[src/rtl/zx_vram_pkg.sv]
// Shared types and constants for the ZX Spectrum video RAM arbiter.
// The screen is a 6144-byte bitmap followed by 768 attribute bytes.
package zx_vram_pkg;

  localparam int VRAM_AW        = 13;
  localparam int VRAM_DW        = 8;
  localparam int VRAM_ATTR_BASE = 6144;
  localparam int VRAM_SIZE      = 6912;

  // Which requester a RAM access belongs to.
  typedef enum logic {
    OWN_VID = 1'b0,
    OWN_CPU = 1'b1
  } owner_e;

  // One slot of the return-path tag pipe.
  typedef struct packed {
    logic   valid;
    owner_e owner;
  } tag_t;

  localparam tag_t TAG_IDLE = '{valid: 1'b0, owner: OWN_VID};

endpackage

[src/rtl/vram_tag_pipe.sv]
// Latency-matched tag shift register: RAM_LAT+1 stages of {valid, owner}.
// Stage 0 is loaded on the issue edge, so the last stage lines up with the
// cycle in which the RAM read data is valid.
module vram_tag_pipe
  import zx_vram_pkg::*;
#(
  parameter int RAM_LAT = 1
) (
  input  logic clk,
  input  logic resetn,
  input  logic i_valid,
  input  logic i_owner,
  output logic o_valid,
  output logic o_owner
);

  tag_t r_pipe [RAM_LAT+1];

  // Shift tags one stage per clock; synchronous clear drops reads in flight.
  // NOTE: only this small valid/owner pipe is reset -- the valid bits decide
  // whether an rvalid ever fires, so stale tags must not survive reset.
  always_ff @(posedge clk) begin
    if (!resetn) begin
      for (int i = 0; i <= RAM_LAT; i++) r_pipe[i] <= TAG_IDLE;
    end else begin
      r_pipe[0] <= '{valid: i_valid, owner: owner_e'(i_owner)};
      for (int i = 1; i <= RAM_LAT; i++) r_pipe[i] <= r_pipe[i-1];
    end
  end

  assign o_valid = r_pipe[RAM_LAT].valid;
  assign o_owner = r_pipe[RAM_LAT].owner;

endmodule

[src/rtl/zx_vram_arbiter.sv]
// ZX Spectrum video RAM arbiter: one RAM access per clock shared between the
// video fetch pipeline (priority) and the CPU bus. Grants are combinational,
// the RAM interface is registered, read data is routed back via a tag pipe.
// Optional starvation guard for the CPU: define ZX_VRAM_STARVE_GUARD_EN.
module zx_vram_arbiter
  import zx_vram_pkg::*;
#(
  parameter int AW           = VRAM_AW,
  parameter int DW           = VRAM_DW,
  parameter int RAM_LAT      = 1,
  parameter int CPU_MAX_WAIT = 4
) (
  input  logic          clk,
  input  logic          resetn,
  input  logic          vid_req,
  input  logic [AW-1:0] vid_addr,
  output logic          vid_gnt,
  output logic          vid_rvalid,
  output logic [DW-1:0] vid_rdata,
  input  logic          cpu_req,
  input  logic          cpu_we,
  input  logic [AW-1:0] cpu_addr,
  input  logic [DW-1:0] cpu_wdata,
  output logic          cpu_gnt,
  output logic          cpu_rvalid,
  output logic [DW-1:0] cpu_rdata,
  output logic          ram_ce,
  output logic          ram_we,
  output logic [AW-1:0] ram_addr,
  output logic [DW-1:0] ram_din,
  input  logic [DW-1:0] ram_dout
);

  logic          w_vid_gnt;
  logic          w_cpu_gnt;
  logic          w_force_cpu;
  logic          w_ret_valid;
  logic          w_ret_owner;

  logic          r_ram_ce;
  logic          r_ram_we;
  logic [AW-1:0] r_ram_addr;
  logic [DW-1:0] r_ram_din;
  logic          r_vid_rvalid;
  logic [DW-1:0] r_vid_rdata;
  logic          r_cpu_rvalid;
  logic [DW-1:0] r_cpu_rdata;

`ifdef ZX_VRAM_STARVE_GUARD_EN
  localparam int CW = $clog2(CPU_MAX_WAIT + 1);

  logic [CW-1:0] r_wait_cnt;

  assign w_force_cpu = (r_wait_cnt == CW'(CPU_MAX_WAIT));

  // Count consecutive denied CPU cycles; a grant or a dropped request clears it.
  // NOTE: state is updated with non-blocking assignments so every register
  // samples the pre-edge values, independent of block ordering.
  always_ff @(posedge clk) begin
    if (!resetn) begin
      r_wait_cnt <= '0;
    end else if (!cpu_req || w_cpu_gnt) begin
      r_wait_cnt <= '0;
    end else if (r_wait_cnt != CW'(CPU_MAX_WAIT)) begin
      r_wait_cnt <= r_wait_cnt + CW'(1);
    end
  end
`else
  assign w_force_cpu = 1'b0;
`endif

  // Video has priority; the CPU wins contention only when the guard fires.
  // NOTE: both grants get a default first so no path leaves them unassigned
  // (that would infer a latch).
  always_comb begin
    w_vid_gnt = 1'b0;
    w_cpu_gnt = 1'b0;
    if (resetn) begin
      if (cpu_req && (!vid_req || w_force_cpu)) w_cpu_gnt = 1'b1;
      else if (vid_req)                         w_vid_gnt = 1'b1;
    end
  end

  // Register the one RAM access for this slot; address/data hold when idle.
  always_ff @(posedge clk) begin
    if (!resetn) begin
      r_ram_ce   <= 1'b0;
      r_ram_we   <= 1'b0;
      r_ram_addr <= '0;
      r_ram_din  <= '0;
    end else begin
      r_ram_ce <= w_vid_gnt | w_cpu_gnt;
      r_ram_we <= w_cpu_gnt & cpu_we;
      if (w_cpu_gnt) begin
        r_ram_addr <= cpu_addr;
        r_ram_din  <= cpu_wdata;
      end else if (w_vid_gnt) begin
        r_ram_addr <= vid_addr;
        r_ram_din  <= cpu_wdata;
      end
    end
  end

  // Only reads carry a valid tag, so writes never produce an rvalid.
  vram_tag_pipe #(
    .RAM_LAT (RAM_LAT)
  ) u_tag_pipe (
    .clk     (clk),
    .resetn  (resetn),
    .i_valid (w_vid_gnt | (w_cpu_gnt & ~cpu_we)),
    .i_owner (w_cpu_gnt),
    .o_valid (w_ret_valid),
    .o_owner (w_ret_owner)
  );

  // Capture returning RAM data for its owner; rdata holds between reads.
  always_ff @(posedge clk) begin
    if (!resetn) begin
      r_vid_rvalid <= 1'b0;
      r_vid_rdata  <= '0;
      r_cpu_rvalid <= 1'b0;
      r_cpu_rdata  <= '0;
    end else begin
      r_vid_rvalid <= w_ret_valid && (w_ret_owner == OWN_VID);
      r_cpu_rvalid <= w_ret_valid && (w_ret_owner == OWN_CPU);
      if (w_ret_valid && (w_ret_owner == OWN_VID)) r_vid_rdata <= ram_dout;
      if (w_ret_valid && (w_ret_owner == OWN_CPU)) r_cpu_rdata <= ram_dout;
    end
  end

  assign vid_gnt    = w_vid_gnt;
  assign cpu_gnt    = w_cpu_gnt;
  assign ram_ce     = r_ram_ce;
  assign ram_we     = r_ram_we;
  assign ram_addr   = r_ram_addr;
  assign ram_din    = r_ram_din;
  assign vid_rvalid = r_vid_rvalid;
  assign vid_rdata  = r_vid_rdata;
  assign cpu_rvalid = r_cpu_rvalid;
  assign cpu_rdata  = r_cpu_rdata;

endmodule

[config.mk]
export PLATFORM = sky130hd
export DESIGN_NAME = zx_vram_arbiter
export DESIGN_NICKNAME = d
export VERILOG_FILES = /design/src/rtl/zx_vram_pkg.sv /design/src/rtl/vram_tag_pipe.sv /design/src/rtl/zx_vram_arbiter.sv
export SDC_FILE = /design/constraint.sdc
export NUM_CORES = 1
export LEC_CHECK = 0
export ABC_AREA = 1
export ABC_CLOCK_PERIOD_IN_PS = 1000
export CAP_MARGIN = 15
export CORE_MARGIN = 2
export CORE_UTILIZATION = 38
export CTS_BUF_LIST = sky130_fd_sc_hd__clkbuf_4 sky130_fd_sc_hd__clkbuf_8
export CTS_CLUSTER_SIZE = 10
export DETAILED_ROUTE_END_ITERATION = 8
export GPL_ROUTABILITY_DRIVEN = 0
export GPL_TIMING_DRIVEN = 0
export PLACE_DENSITY = 0.9
export SLEW_MARGIN = 20
export SYNTH_ARGS = -nofsm -noshare
export SYNTH_HDL_FRONTEND = slang
export SYNTH_HIERARCHICAL = 1
export SYNTH_SLANG_ARGS = --single-unit
export TNS_END_PERCENT = 50
[constraint.sdc]
create_clock -name clk -period 1 [get_ports clk]
set_input_delay 0.15 -clock clk [delete_from_list [all_inputs] [get_ports clk]]
set_output_delay 0.15 -clock clk [all_outputs]
set_load 0.05 [all_outputs]
Fig. 1: the clock network
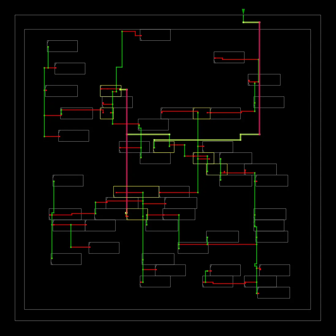
Power Clock: 1430 µW
Clock Sinks: 45
Latency at later pin: 300 ps

Fig. 2: clock wires, drivers and flops
The bar under the picture is 20 µm long.
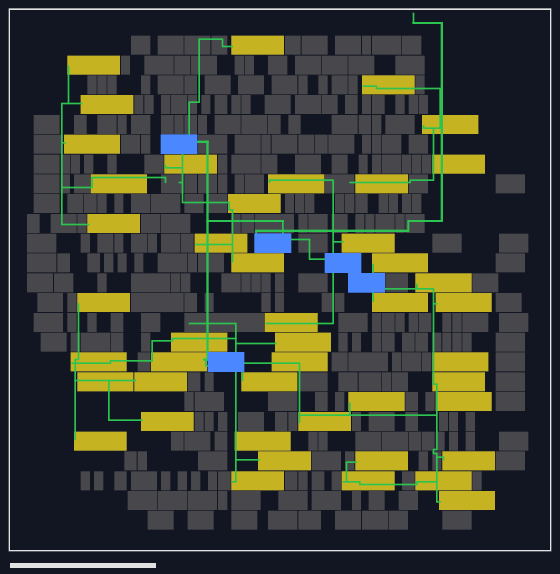
legend:
  clock wires:
    color: green
    length: 512 µm
  clock drivers:
    color: blue
    count: 5
  flip-flops:
    color: yellow
    count: 45
flops lie: widely spread

==> results.toml <==
# flow metrics
[cells_and_area]
layout.nets = 411
final_common_cell = "nor2_1"
comb_cells = 165
ff_count = 45
buf_share_pct = 33.5

[critical_path]
cp-start-kind = "flip-flop"
cp.buffers_inverters = 2
cp_num_cells = 5
worst-setup-path-type = "reg2reg"
cp-endpoint = "vid_rdata[4]"
path_max_fanout = 7

[floorplan]
rows = 25

[logic_synthesis]
simple_gate_area_share_pct = 33.9
ff_type = "dfxtp_1"
adder_share_pct = 0
synth_area_um2 = 1870
synth.area.top_cells = "dfxtp_1, nor2_1, nand2_1, inv_1, nand3b_1"

[place]
dp_hpwl_mm = 3.91
place_ws_ps = -1320
placedCellCount = 417

[route]
initialDrtViolationCount = 86
wl_per_cell_um = 12.4

[sta]
setup_ws_ps = -1.19
finalSetupViolations = 1

[outcome]
violations = "setup timing"
run_status = "complete, but fails checks"

[pwr]
power_uw = 4570
comb_power_uw = 1170

[global_routing]
track_usage_pct = 18.8
grt_pass1_wl_mm = 8.09

[hold_path]
holdCritPathClass = "in2reg"

[job]
maxCapViolCount = 0
Fig. 3: metal layers overlaid
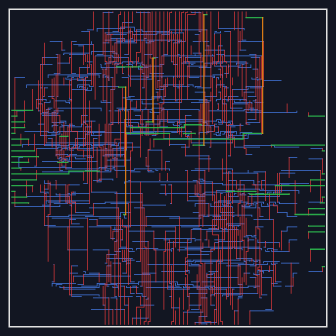
legend:
  metal 2:
    color: red
    wire_length: 2820 µm
  metal 4:
    color: orange
    wire_length: 103 µm
  metal 3:
    color: green
    wire_length: 225 µm
  metal 1:
    color: blue
    wire_length: 2220 µm

Power and IR drop assume default switching activity.
